$ cat src/rtl/quant_zigzag_pkg.sv
// Shared constants for the quantize/zigzag block: scan order, JPEG luma table (q=50),
// fixed-point reciprocals and datapath widths.
package quant_zigzag_pkg;

  localparam int unsigned COEF_W     = 32;
  localparam int unsigned OUT_W      = 16;
  localparam int unsigned RECIP_FRAC = 16;
  localparam int unsigned RECIP_W    = RECIP_FRAC + 1;
  localparam int unsigned PROD_W     = 48;
  localparam int unsigned ROW_W      = 8 * COEF_W;

  typedef enum logic [1:0] {StIdle, StFill, StDrain} state_e;

  // Raster index of the coefficient emitted at zigzag position k
  localparam int unsigned ZZ [64] = '{
     0,  1,  8, 16,  9,  2,  3, 10, 17, 24, 32, 25, 18, 11,  4,  5,
    12, 19, 26, 33, 40, 48, 41, 34, 27, 20, 13,  6,  7, 14, 21, 28,
    35, 42, 49, 56, 57, 50, 43, 36, 29, 22, 15, 23, 30, 37, 44, 51,
    58, 59, 52, 45, 38, 31, 39, 46, 53, 60, 61, 54, 47, 55, 62, 63
  };

  localparam int unsigned QLUMA [64] = '{
    16, 11, 10, 16,  24,  40,  51,  61,
    12, 12, 14, 19,  26,  58,  60,  55,
    14, 13, 16, 24,  40,  57,  69,  56,
    14, 17, 22, 29,  51,  87,  80,  62,
    18, 22, 37, 56,  68, 109, 103,  77,
    24, 35, 55, 64,  81, 104, 113,  92,
    49, 64, 78, 87, 103, 121, 120, 101,
    72, 92, 95, 98, 112, 100, 103,  99
  };

  // round(65536 / QLUMA[i]), raster order
  localparam int unsigned RECIP [64] = '{
    4096, 5958, 6554, 4096, 2731, 1638, 1285, 1074,
    5461, 5461, 4681, 3449, 2521, 1130, 1092, 1192,
    4681, 5041, 4096, 2731, 1638, 1150,  950, 1170,
    4681, 3855, 2979, 2260, 1285,  753,  819, 1057,
    3641, 2979, 1771, 1170,  964,  601,  636,  851,
    2731, 1872, 1192, 1024,  809,  630,  580,  712,
    1337, 1024,  840,  753,  636,  542,  546,  649,
     910,  712,  690,  669,  585,  655,  636,  662
  };

endpackage

$ cat src/rtl/quant_zigzag_if.sv
// Row-input and coefficient-output streams of quant_zigzag.
interface quant_zigzag_if;
  import quant_zigzag_pkg::*;

  logic [ROW_W-1:0] in_data;
  logic             in_valid;
  logic             in_ready;
  logic [OUT_W-1:0] out_data;
  logic [5:0]       out_index;
  logic             out_last;
  logic             out_valid;
  logic             out_ready;

  modport master (
    output in_data, in_valid, out_ready,
    input  in_ready, out_data, out_index, out_last, out_valid
  );

  modport slave (
    input  in_data, in_valid, out_ready,
    output in_ready, out_data, out_index, out_last, out_valid
  );

endinterface

$ cat src/rtl/quant_mul_sat.sv
// Combinational quantizer: coef * recip, round half up at RECIP_FRAC, saturate to OUT_W.
module quant_mul_sat
  import quant_zigzag_pkg::*;
(
  input  logic [COEF_W-1:0]  coef,
  input  logic [RECIP_W-1:0] recip,
  output logic [OUT_W-1:0]   result
);

  localparam logic signed [PROD_W-1:0] Half    = PROD_W'(64'd1 << (RECIP_FRAC - 1));
  localparam logic signed [PROD_W-1:0] MaxOut  = PROD_W'((64'd1 << (OUT_W - 1)) - 64'd1);
  localparam logic signed [PROD_W-1:0] MinOut  = -MaxOut - PROD_W'(1);

  logic signed [PROD_W-1:0] prod;
  logic signed [PROD_W-1:0] rounded;
  logic signed [PROD_W-1:0] shifted;

  always_comb begin
    prod    = $signed({{(PROD_W - COEF_W){coef[COEF_W-1]}}, coef})
            * $signed({{(PROD_W - RECIP_W){1'b0}}, recip});
    rounded = prod + Half;
    shifted = rounded >>> RECIP_FRAC;
    if (shifted > MaxOut) begin
      result = OUT_W'(MaxOut);
    end else if (shifted < MinOut) begin
      result = OUT_W'(MinOut);
    end else begin
      result = shifted[OUT_W-1:0];
    end
  end

endmodule

$ cat src/rtl/quant_zigzag.sv
// Collects an 8x8 block row by row, then streams it out in zigzag order, quantized
// against the JPEG luma table, one coefficient per accepted output beat.
module quant_zigzag
  import quant_zigzag_pkg::*;
(
  input logic           aclk,
  input logic           areset,
  quant_zigzag_if.slave bus
);

  // Assert asynchronously, release two edges after areset drops
  logic [1:0] rst_sync_q;
  logic       rst;

  always_ff @(posedge aclk or posedge areset) begin
    if (areset) begin
      rst_sync_q <= 2'b11;
    end else begin
      rst_sync_q <= {rst_sync_q[0], 1'b0};
    end
  end

  assign rst = rst_sync_q[1];

  state_e           state_q, state_d;
  logic [2:0]       row_q, row_d;
  logic             out_valid_q;
  logic             out_last_q;
  logic [OUT_W-1:0] out_data_q;
  logic [5:0]       out_index_q;

  logic               in_fire, out_fire;
  logic               load_first, load_next;
  logic [5:0]         sel_k, buf_idx;
  logic [RECIP_W-1:0] recip_sel;
  logic [OUT_W-1:0]   q_res;
  logic [COEF_W-1:0]  buf_q [64];

  assign bus.in_ready  = (state_q != StDrain);
  assign bus.out_valid = out_valid_q;
  assign bus.out_last  = out_last_q;
  assign bus.out_data  = out_data_q;
  assign bus.out_index = out_index_q;

  assign in_fire  = bus.in_valid && bus.in_ready;
  assign out_fire = out_valid_q && bus.out_ready;

  always_ff @(posedge aclk) begin
    if (in_fire) begin
      for (int c = 0; c < 8; c++) begin
        buf_q[{row_q, 3'(c)}] <= bus.in_data[c*COEF_W +: COEF_W];
      end
    end
  end

  always_comb begin
    state_d    = state_q;
    row_d      = row_q;
    load_first = 1'b0;
    unique case (state_q)
      StIdle: begin
        if (in_fire) begin
          state_d = StFill;
          row_d   = 3'd1;
        end
      end
      StFill: begin
        if (in_fire) begin
          row_d = row_q + 3'd1;
          if (row_q == 3'd7) begin
            state_d    = StDrain;
            load_first = 1'b1;
          end
        end
      end
      StDrain: begin
        if (out_fire && out_last_q) begin
          state_d = StIdle;
        end
      end
      default: state_d = StIdle;
    endcase
  end

  // ZZ[0] is raster 0, already stored, so k=0 can be fetched on the 8th row beat
  assign load_next = (state_q == StDrain) && out_fire && !out_last_q;
  assign sel_k     = load_first ? 6'd0 : out_index_q + 6'd1;
  assign buf_idx   = 6'(ZZ[sel_k]);
  assign recip_sel = RECIP_W'(RECIP[buf_idx]);

  quant_mul_sat u_mul (
    .coef   (buf_q[buf_idx]),
    .recip  (recip_sel),
    .result (q_res)
  );

  always_ff @(posedge aclk or posedge rst) begin
    if (rst) begin
      state_q     <= StIdle;
      row_q       <= 3'd0;
      out_valid_q <= 1'b0;
      out_last_q  <= 1'b0;
      out_data_q  <= '0;
      out_index_q <= 6'd0;
    end else begin
      state_q <= state_d;
      row_q   <= row_d;
      if (load_first || load_next) begin
        out_valid_q <= 1'b1;
        out_data_q  <= q_res;
        out_index_q <= sel_k;
        out_last_q  <= (sel_k == 6'd63);
      end else if (out_fire) begin
        out_valid_q <= 1'b0;
        out_last_q  <= 1'b0;
      end
    end
  end

endmodule

$ cat src/flat_wrapper.sv
// flat-port wrapper written by rule: the top's interface ports become plain ports
module quant_zigzag_flat import quant_zigzag_pkg::*;
  (aclk, areset, bus_in_data, bus_in_valid, bus_out_ready, bus_in_ready, bus_out_data, bus_out_index, bus_out_last, bus_out_valid);
  quant_zigzag_if bus_i ();
  input logic aclk;
  input logic areset;
  input wire logic [$bits(bus_i.in_data)-1:0] bus_in_data;
  input wire logic [$bits(bus_i.in_valid)-1:0] bus_in_valid;
  input wire logic [$bits(bus_i.out_ready)-1:0] bus_out_ready;
  output wire logic [$bits(bus_i.in_ready)-1:0] bus_in_ready;
  output wire logic [$bits(bus_i.out_data)-1:0] bus_out_data;
  output wire logic [$bits(bus_i.out_index)-1:0] bus_out_index;
  output wire logic [$bits(bus_i.out_last)-1:0] bus_out_last;
  output wire logic [$bits(bus_i.out_valid)-1:0] bus_out_valid;
  assign bus_i.in_data = bus_in_data;
  assign bus_i.in_valid = bus_in_valid;
  assign bus_i.out_ready = bus_out_ready;
  assign bus_in_ready = bus_i.in_ready;
  assign bus_out_data = bus_i.out_data;
  assign bus_out_index = bus_i.out_index;
  assign bus_out_last = bus_i.out_last;
  assign bus_out_valid = bus_i.out_valid;
  quant_zigzag u_core (.aclk(aclk), .areset(areset), .bus(bus_i));
endmodule
$ cat config.mk
export PLATFORM = sky130hd
export DESIGN_NAME = quant_zigzag_flat
export DESIGN_NICKNAME = d
export VERILOG_FILES = /design/src/rtl/quant_zigzag_pkg.sv /design/src/rtl/quant_zigzag_if.sv /design/src/rtl/quant_mul_sat.sv /design/src/rtl/quant_zigzag.sv /design/src/flat_wrapper.sv
export SDC_FILE = /design/constraint.sdc
export NUM_CORES = 2
export LEC_CHECK = 0
export CAP_MARGIN = 20
export CORE_ASPECT_RATIO = 0.5
export CORE_MARGIN = 3
export CORE_UTILIZATION = 45
export CTS_BUF_LIST = sky130_fd_sc_hd__clkbuf_4 sky130_fd_sc_hd__clkbuf_8
export CTS_CLUSTER_SIZE = 14
export DETAILED_ROUTE_END_ITERATION = 8
export PLACE_DENSITY_LB_ADDON = 0.12
export SLEW_MARGIN = 0
export SYNTH_ARGS = -nofsm -noshare
export SYNTH_HDL_FRONTEND = slang
export SYNTH_SLANG_ARGS = --single-unit
$ cat constraint.sdc
create_clock -name aclk -period 1 [get_ports aclk]
set_clock_uncertainty 0.1 [all_clocks]
set_input_delay 0.2 -clock aclk [delete_from_list [all_inputs] [get_ports aclk]]
set_output_delay 0.2 -clock aclk [all_outputs]
set_load 0.02 [all_outputs]
Figure 1. Clock network drawn from the DEF.
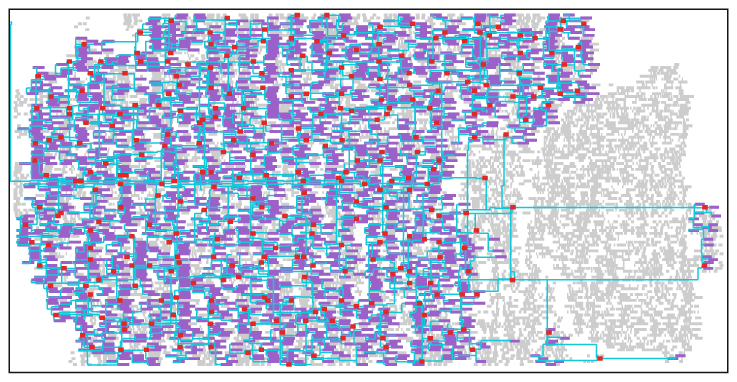
red -> clock-net drivers  # count 302
purple -> flip-flops  # count 2079
cyan -> clock wires  # length 26.8 mm
routed clock nets = 303
latest clock arrival within the worst-skew pair: 0.92 ns

Figure 2. Wire density map.
The die is cut into 33 by 17 equal tiles; black is low, pale yellow is high, scaled to the fullest tile. Values are wire area over tile area, all layers added.
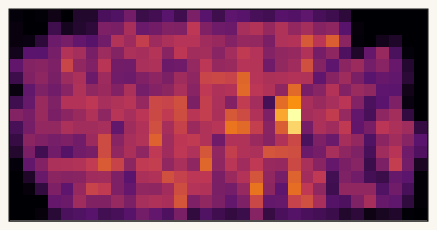
densest ninth of the die = center
nearly empty tiles = 7.8%
tiles over half the peak = 13%
mean over tiles = 0.21
drt total wl: 292 mm
total via count in the routed design: 65679
global-route usage over all layers: 0.253

Figure 3. Cell placement.
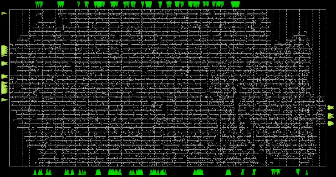
core utilization of the finished layout: 0.592
TAP cells: 2952
number of standard cells in the final layout excluding fillers: 11892

==> changes_impl.md <==
### Implementation results

- Maximum number of pins on one net before global-route repair: 60
- Peak fanout along the critical path: 8
- Arrival time worst endpoint: about 12 ns
- FF+latch count, synth: 2079
- Final WS setup: -10.21 ns
- Violations in the final reports: setup timing
- Run status: finished, violations left
- Signal buf overhead: 0.156
- Chip Area: 0.226 mm2
- Detailed-router iteration count before antenna repair: 7
- Part of the cycle the worst path needs: 11.2
- Number of stages on the worst setup path: roughly 54
- Yosys stat cell total: between 6000 and 7000
- Post-route cell area: 0.129 mm2
- Root Buffer: sky130_fd_sc_hd__clkbuf_8
- Clock tree sinks: 2079
- Crit path launch type: flip-flop
- Die width: 670 um
- Initial antenna violation count: 21
- Simple-gate portion of the synthesized area: 0.109
- Critical path capture point type: flip-flop
- Resized cells post-CTS: 212
- Flip-flops: 2079
- Net count entering floorplan: 7678
- # fillers: 16912
- Number of buffers added to fix hold violations after cts: approximately 240
- Clock buffer and inverter area fraction after layout: 0.0435
- Net count of the finished layout: 9535
- Gpl congestion: 0.889
- Clock tree from TritonCTS: built
- Reg2Reg Capture Point: u_core.bus.out_data[2]
- Most frequent cells after synthesis: sky130_fd_sc_hd__edfxtp_1 (2048), sky130_fd_sc_hd__nand2_1 (1043), sky130_fd_sc_hd__nand3_1 (596)
- Min-delay worst type: primary input to flip-flop
- Launching point of the worst reg2reg path: u_core.row_q[1]
- Setup violations, final: 2104
- Mean area per synthesized cell: ~14 um2
- Biggest area contributors in the synthesized netlist: sky130_fd_sc_hd__edfxtp_1 (62%), sky130_fd_sc_hd__mux4_2 (8.6%), sky130_fd_sc_hd__fa_1 (7.6%), sky130_fd_sc_hd__nand2_1 (3.9%), sky130_fd_sc_hd__nand3_1 (3.0%)
- Hold wc startpoint: bus_in_data[45]
- Placement row count: 121
- Dominant delay contributor by cell family on the critical path: adder cells
- Hold violation total from the final report: 0
- Maximum clock rate: ~90 MHz
- Setup repair after global routing missed its margin: true
- Worst relative slew slack: 0.484
- Post-detailed-placement half-perimeter wirelength: 200 mm
- Setup Slack @ Placement: -10.84 ns
- Transition time at the pin with the least slew margin: 0.773 ns
-- layer usage --
metal	GRT usage	vias to the layer above	wire length (um)
met5	0	-	0
met4	0.0595	0	6740
met3	0.0365	475	20700
met2	0.418	2437	139000
met1	0.359	33900	125000
li1	-	28867	-
-- layout by cell type (no fill, tap or decap), types with 203 or more instances in the layout --
| cell | Yosys | routed |
|---|---|---|
| sky130_fd_sc_hd__clkbuf_8 | 0 | 311 |
| sky130_fd_sc_hd__buf_4 | 12 | 1076 |
| sky130_fd_sc_hd__buf_12 | 1 | 227 |
| sky130_fd_sc_hd__inv_1 | 537 | 520 |
| sky130_fd_sc_hd__edfxtp_1 | 2048 | 2048 |
| sky130_fd_sc_hd__clkdlybuf4s50_1 | 0 | 274 |
| sky130_fd_sc_hd__nand2_1 | 1043 | 1015 |
| sky130_fd_sc_hd__mux4_2 | 379 | 379 |
| sky130_fd_sc_hd__fa_1 | 375 | 352 |
| sky130_fd_sc_hd__nand3_1 | 596 | 537 |
| sky130_fd_sc_hd__nor2b_1 | 222 | 203 |
| sky130_fd_sc_hd__dlygate4sd3_1 | 0 | 238 |
-- through the flow --
step	std cells
2_1_floorplan	6854
3_3_place_gp	10889
3_5_place_dp	10889
4_1_cts	11760
5_1_grt	11889
6_report	11892
-- registers in the layout, summed over array words and instances (netlist names) --
signal                flops
u_core.rst_sync_q         2
u_core.bus.out_index      6
u_core.bus.out_last       1
u_core.buf_q           2048
u_core.bus.out_data      16
u_core.row_q              3
u_core.state_q            2
u_core.bus.out_valid      1
